<file path="config.mk">
export PLATFORM = sky130hd
export DESIGN_NAME = pipeline_hazard_ctrl
export DESIGN_NICKNAME = d
export VERILOG_FILES = /design/src/rtl/pipeline_ctrl_pkg.sv /design/src/rtl/forward_unit.sv /design/src/rtl/pipeline_hazard_ctrl.sv
export SDC_FILE = /design/constraint.sdc
export NUM_CORES = 1
export LEC_CHECK = 0
export CORE_AREA = 4 4 66 68
export DETAILED_ROUTE_END_ITERATION = 12
export DIE_AREA = 0 0 70 72
export PLACE_DENSITY = 0.74
export SYNTH_ARGS = -nofsm -noshare
export SYNTH_HDL_FRONTEND = slang
export SYNTH_SLANG_ARGS = --single-unit
</file>
<file path="constraint.sdc">
create_clock -name clk -period 2.51 [get_ports clk]
set_input_delay 0.6275 -clock clk [delete_from_list [all_inputs] [get_ports clk]]
set_output_delay 0.6275 -clock clk [all_outputs]
set_load 0.1 [all_outputs]
</file>
<file path="src/rtl/pipeline_ctrl_pkg.sv">
// Shared encodings for the pipeline hazard/sequencing controller: FSM states,
// PC mux selects and EX-stage forwarding selects.
package pipeline_ctrl_pkg;

    localparam int unsigned REG_AW_DEF = 5;

    typedef logic [1:0] state_t;

    localparam state_t StIdle    = 2'b00;
    localparam state_t StRun     = 2'b01;
    localparam state_t StStall   = 2'b10;
    localparam state_t StMemWait = 2'b11;

    localparam logic [1:0] PC_SEL_INC    = 2'b00;
    localparam logic [1:0] PC_SEL_JUMP   = 2'b10;
    localparam logic [1:0] PC_SEL_BRANCH = 2'b11;

    localparam logic [1:0] FWD_REG   = 2'b00;
    localparam logic [1:0] FWD_EXMEM = 2'b01;
    localparam logic [1:0] FWD_MEMWB = 2'b10;

endpackage

</file>
<file path="src/rtl/forward_unit.sv">
// EX-stage operand forwarding select for one source register.
// The younger EX/MEM producer wins over MEM/WB; r0 is never forwarded.
module forward_unit
    import pipeline_ctrl_pkg::*;
#(
    parameter int unsigned REG_AW = REG_AW_DEF
) (
    input  logic [REG_AW-1:0] src_i,
    input  logic [REG_AW-1:0] mem_dst_i,
    input  logic              mem_reg_we_i,
    input  logic [REG_AW-1:0] wb_dst_i,
    input  logic              wb_reg_we_i,
    output logic [1:0]        sel_o
);

    always_comb begin
        sel_o = FWD_REG;
        if (src_i != '0) begin
            if (mem_reg_we_i && (mem_dst_i == src_i)) begin
                sel_o = FWD_EXMEM;
            end else if (wb_reg_we_i && (wb_dst_i == src_i)) begin
                sel_o = FWD_MEMWB;
            end
        end
    end

endmodule

</file>
<file path="src/rtl/pipeline_hazard_ctrl.sv">
// Central sequencing for the 5-stage pipe: stalls, redirects, dmem freeze, forwarding.
// Optional PIPE_PERF_CNT_EN adds stall-cycle and flush performance counters.
module pipeline_hazard_ctrl
    import pipeline_ctrl_pkg::*;
#(
    parameter int unsigned REG_AW   = REG_AW_DEF,
    parameter int unsigned WAIT_MAX = 15,
    parameter int unsigned WAIT_CW  = 4
) (
    input  logic              clk,
    input  logic              rst,
    input  logic              start,
    input  logic [REG_AW-1:0] id_rs,
    input  logic [REG_AW-1:0] id_rt,
    input  logic              id_uses_rt,
    input  logic              id_branch,
    input  logic              id_jump,
    input  logic              id_taken,
    input  logic [REG_AW-1:0] ex_rs,
    input  logic [REG_AW-1:0] ex_rt,
    input  logic [REG_AW-1:0] ex_dst,
    input  logic              ex_reg_we,
    input  logic              ex_mem_read,
    input  logic [REG_AW-1:0] mem_dst,
    input  logic              mem_reg_we,
    input  logic              mem_mem_read,
    input  logic [REG_AW-1:0] wb_dst,
    input  logic              wb_reg_we,
    input  logic              dmem_req,
    input  logic              dmem_ready,
    output logic              pc_we,
    output logic              ifid_en,
    output logic              ifid_flush,
    output logic              idex_bubble,
    output logic              pipe_en,
    output logic [1:0]        pc_sel,
    output logic [1:0]        fwd_a_sel,
    output logic [1:0]        fwd_b_sel,
    output logic [1:0]        state_o,
    output logic              timeout_err
`ifdef PIPE_PERF_CNT_EN
    ,
    output logic [31:0]       stall_cycles_o,
    output logic [31:0]       flush_cnt_o
`endif
);

    state_t             state_q, state_d;
    state_t             ret_q, ret_d;
    logic [WAIT_CW-1:0] wait_q, wait_d;
    logic [WAIT_CW-1:0] wait_inc;
    logic [1:0]         stall_cnt_q, stall_cnt_d;
    logic               timeout_q, timeout_d;

    logic ex_hit_rs, ex_hit_rt, mem_hit_rs, mem_hit_rt;
    logic load_use, br_ex, br_mem, run_hold, dmem_busy;

    assign ex_hit_rs  = (ex_dst != '0) && (ex_dst == id_rs);
    assign ex_hit_rt  = (ex_dst != '0) && (ex_dst == id_rt);
    assign mem_hit_rs = (mem_dst != '0) && (mem_dst == id_rs);
    assign mem_hit_rt = (mem_dst != '0) && (mem_dst == id_rt);

    // beq always compares both rs and rt, so its operand checks ignore id_uses_rt.
    assign load_use = ex_mem_read && (ex_hit_rs || (id_uses_rt && ex_hit_rt));
    assign br_ex    = id_branch && ex_reg_we && (ex_hit_rs || ex_hit_rt);
    assign br_mem   = id_branch && mem_mem_read && (mem_hit_rs || mem_hit_rt);
    assign run_hold = load_use || br_ex || br_mem;

    assign dmem_busy = dmem_req && !dmem_ready;
    assign wait_inc  = wait_q + WAIT_CW'(1);

    always_comb begin
        pc_we       = 1'b0;
        ifid_en     = 1'b0;
        ifid_flush  = 1'b0;
        idex_bubble = 1'b0;
        pipe_en     = 1'b0;
        pc_sel      = PC_SEL_INC;
        state_d     = state_q;
        ret_d       = ret_q;
        wait_d      = wait_q;
        stall_cnt_d = stall_cnt_q;
        timeout_d   = timeout_q;

        unique case (state_q)
            StIdle: begin
                if (start) begin
                    state_d = StRun;
                end
            end
            StRun, StStall: begin
                if (dmem_busy) begin
                    // Freeze this very cycle; remember where to resume.
                    ret_d   = state_q;
                    wait_d  = WAIT_CW'(1);
                    state_d = StMemWait;
                end else if (state_q == StRun) begin
                    pipe_en     = 1'b1;
                    pc_we       = !run_hold;
                    ifid_en     = !run_hold;
                    idex_bubble = run_hold;
                    if (!run_hold) begin
                        if (id_jump) begin
                            pc_sel     = PC_SEL_JUMP;
                            ifid_flush = 1'b1;
                        end else if (id_branch && id_taken) begin
                            pc_sel     = PC_SEL_BRANCH;
                            ifid_flush = 1'b1;
                        end
                    end
                    if (br_ex && ex_mem_read) begin
                        state_d     = StStall;
                        stall_cnt_d = 2'd1;
                    end
                end else begin
                    pipe_en     = 1'b1;
                    idex_bubble = 1'b1;
                    stall_cnt_d = stall_cnt_q - 2'd1;
                    if (stall_cnt_q <= 2'd1) begin
                        state_d = StRun;
                    end
                end
            end
            StMemWait: begin
                if (dmem_ready) begin
                    state_d = ret_q;
                    wait_d  = '0;
                end else if (wait_inc == WAIT_CW'(WAIT_MAX)) begin
                    timeout_d = 1'b1;
                    state_d   = StRun;
                    wait_d    = '0;
                end else begin
                    wait_d = wait_inc;
                end
            end
            default: state_d = StIdle;
        endcase
    end

    always_ff @(posedge clk) begin
        if (rst) begin
            state_q     <= StIdle;
            ret_q       <= StRun;
            wait_q      <= '0;
            stall_cnt_q <= '0;
            timeout_q   <= 1'b0;
        end else begin
            state_q     <= state_d;
            ret_q       <= ret_d;
            wait_q      <= wait_d;
            stall_cnt_q <= stall_cnt_d;
            timeout_q   <= timeout_d;
        end
    end

    assign state_o     = state_q;
    assign timeout_err = timeout_q;

    forward_unit #(
        .REG_AW(REG_AW)
    ) u_fwd_a (
        .src_i       (ex_rs),
        .mem_dst_i   (mem_dst),
        .mem_reg_we_i(mem_reg_we),
        .wb_dst_i    (wb_dst),
        .wb_reg_we_i (wb_reg_we),
        .sel_o       (fwd_a_sel)
    );

    forward_unit #(
        .REG_AW(REG_AW)
    ) u_fwd_b (
        .src_i       (ex_rt),
        .mem_dst_i   (mem_dst),
        .mem_reg_we_i(mem_reg_we),
        .wb_dst_i    (wb_dst),
        .wb_reg_we_i (wb_reg_we),
        .sel_o       (fwd_b_sel)
    );

`ifdef PIPE_PERF_CNT_EN
    logic [31:0] stall_cycles_q, flush_cnt_q;

    always_ff @(posedge clk) begin
        if (rst) begin
            stall_cycles_q <= '0;
            flush_cnt_q    <= '0;
        end else begin
            if ((state_q != StIdle) && !pc_we) begin
                stall_cycles_q <= stall_cycles_q + 32'd1;
            end
            if (ifid_flush) begin
                flush_cnt_q <= flush_cnt_q + 32'd1;
            end
        end
    end

    assign stall_cycles_o = stall_cycles_q;
    assign flush_cnt_o    = flush_cnt_q;
`endif

endmodule
</file>
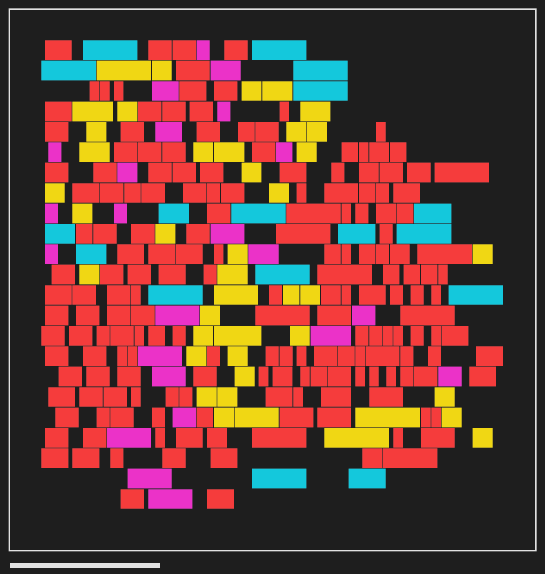
*Cells by drive strength*
Bar = 20 um.
[_6 and larger] cyan | cells: 17
[_2 cells] magenta | cells: 23
[_3 and _4 cells] yellow | cells: 42
[_0 and _1 cells] red | cells: 182

==> results.cfg <==
; flow metrics
[logic_synthesis]
syn_avg_cell_area_sq_um = 7.65
edf_count = 0
yosysWarnings = 0
synthMostInstantiatedCell = xnor2_1
ys_seq_share_pct = 15.9
netlist.top_cell.by_area = xnor2_1
ys_top_cells_by_count = xnor2_1, nand2_1, nand3_1, xor2_1
top_cell_area_share_pct = 17.7
ys_top_cells_by_area = xnor2_1, dfxtp_1, xor2_1
synth_cell_types = 47
synth_stat.cells = 181
netlist_instances = 181

[route]
totalWireLength_um = 4050
vias = 1595
wl_per_cell_um = 12.9
drtPass1Iterations = 4
drt-initial-drc-count = 84
drtAntennaViolNets = 0

[die]
die_w_um = 70
die_h_um = 72
num_rows = 23
core_sq_um = 3860
pin_count = 63

[grt]
antenna_found_initial = 0
grt_max_degree = 11
grt.total_usage_pct = 16.1
grt_pass1_wl_um = 6710
grt_overflow_total = 0
grt_pass1_vias = 1637

[placed_design]
dp_slack_ns = -0.693
placedCellCount = 308
place_congestion = 0.852

[timing]
finalSetupViolCount = 6
post-route-min-period_ns = 2.84
rsz0062_at_grt = yes
fmax_mhz = 352
holdWs_ns = 0.459
timing.final.ws_setup_ns = -0.331
finalHoldViolCount = 0
finalSetupTns_ns = -1.73

[min_path]
min_to = ret_q[1]
hold_path.class = flop to flop
hold_depth = 2
worst_hold_startpoint = ret_q[1]

[final_layout]
area.combinational_sq_um = 1180
seq_cells = 11
flop_area_sq_um = 228
logic_gate_count = 149
nonClockBufferCount = 88
mostFrequentLayoutCell = buf_4
fin_area_sq_um = 2450
nets = 321
top_register = wait_q
antenna_cells = 0
fin_cells = 314
clock_buffers = 4
buf_share_pct = 35.8
seq_area_share_pct = 9.30
comb_share_pct = 48.4
largest_class = combinational gates
num-nonclk-inverters = 12
mostFrequentLayoutCells = buf_4, xnor2_1, dlygate4sd2_1
layout-drive-gt1-share_pct = 31.1

[job]
warning_count = 33
cap_violations = 0

[worst_setup_path]
worstPathArrival_ns = 2.21
max_stage_delay_ns = 0.37
endpoint = ifid_flush
crit_chain = buf_6, or3_1, o311a_1, a32oi_2, nand3_4, nor2_4, buf_12
critical_path_depth = 7
ff2ff_setup_slack_ns = 0.60
ff2ff_path_depth = 7
path_buffers = 2
critPathSlowestCell = o311a_1
path_delay_family = simple AND/OR/NAND/NOR gates
critPathMaxFanout = 3
crit_required_ns = 1.88
r2r-end = state_o[0]

[pwr]
power.internal_uw = 614
clkPwrFrac_pct = 15.9
peakVddDrop_uv = 194
p_seq_share_pct = 19.2
power_uw = 1150
combPwrFrac_pct = 64.9

[clock_tree]
cts_max_level = 1
clock_latency_ns = 0.24
hold_buffers = 0
clkSlewWorstSetupHoldPaths_ns = 0.05
post_cts_resized = 74
ctsRootBufferMaster = clkbuf_8
clock-sinks = 11
post_cts_buffers = 4

[outcome]
status = complete, but fails checks
violations = setup timing
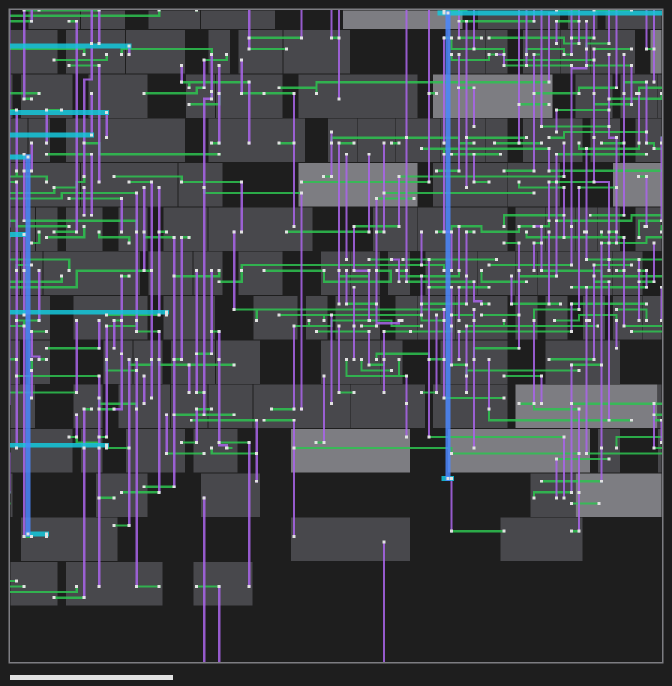
*Close-up of the layout*
Bar = 10 um. Region (15, 2) to (55, 42) um. Cells in grey, sequential cells in the stronger grey; small squares are vias.
[metal 1] green
[metal 4] blue
[metal 2] purple
[metal 3] cyan
most frequent: buf_4 (10), nand2_1 (9), nand3_1 (8)
netlist names of flops here include: `stall_cnt_q` (2), `state_o` (2)
cells with their middle in the window: 108
sequential cells in the window: 6

power groups by stage:
stage | Clock, uW | Combinational, uW | Sequential (uW)
after floorplan | 0 | 423 | 270
after global placement | 0 | 729 | 224
after detailed placement | 0 | 737 | 225
after CTS | 188 | 743 | 221
after global routing | 196 | 798 | 223
final | 183 | 747 | 222
routing by layer:
layer | GRT usage (%) | vias to the layer above | wire, um
met1 | 16.7 | 728 | 1590
met5 | 0 | - | 0
met4 | 7.02 | 0 | 91
li1 | - | 808 | -
met3 | 4.85 | 8 | 330
met2 | 30.0 | 51 | 2050
logic make-up (layout without fill, tap and decap cells):
group	after synthesis	in the layout	synth area share, %
buf+inv	21	104	7.77
flops	11	11	15.9
simple gates	62	62	23.2
fa+ha+maj	7	7	6.33
compound gates	40	40	21.4
xor+xnor	40	40	25.3
Power and IR drop assume default switching activity.
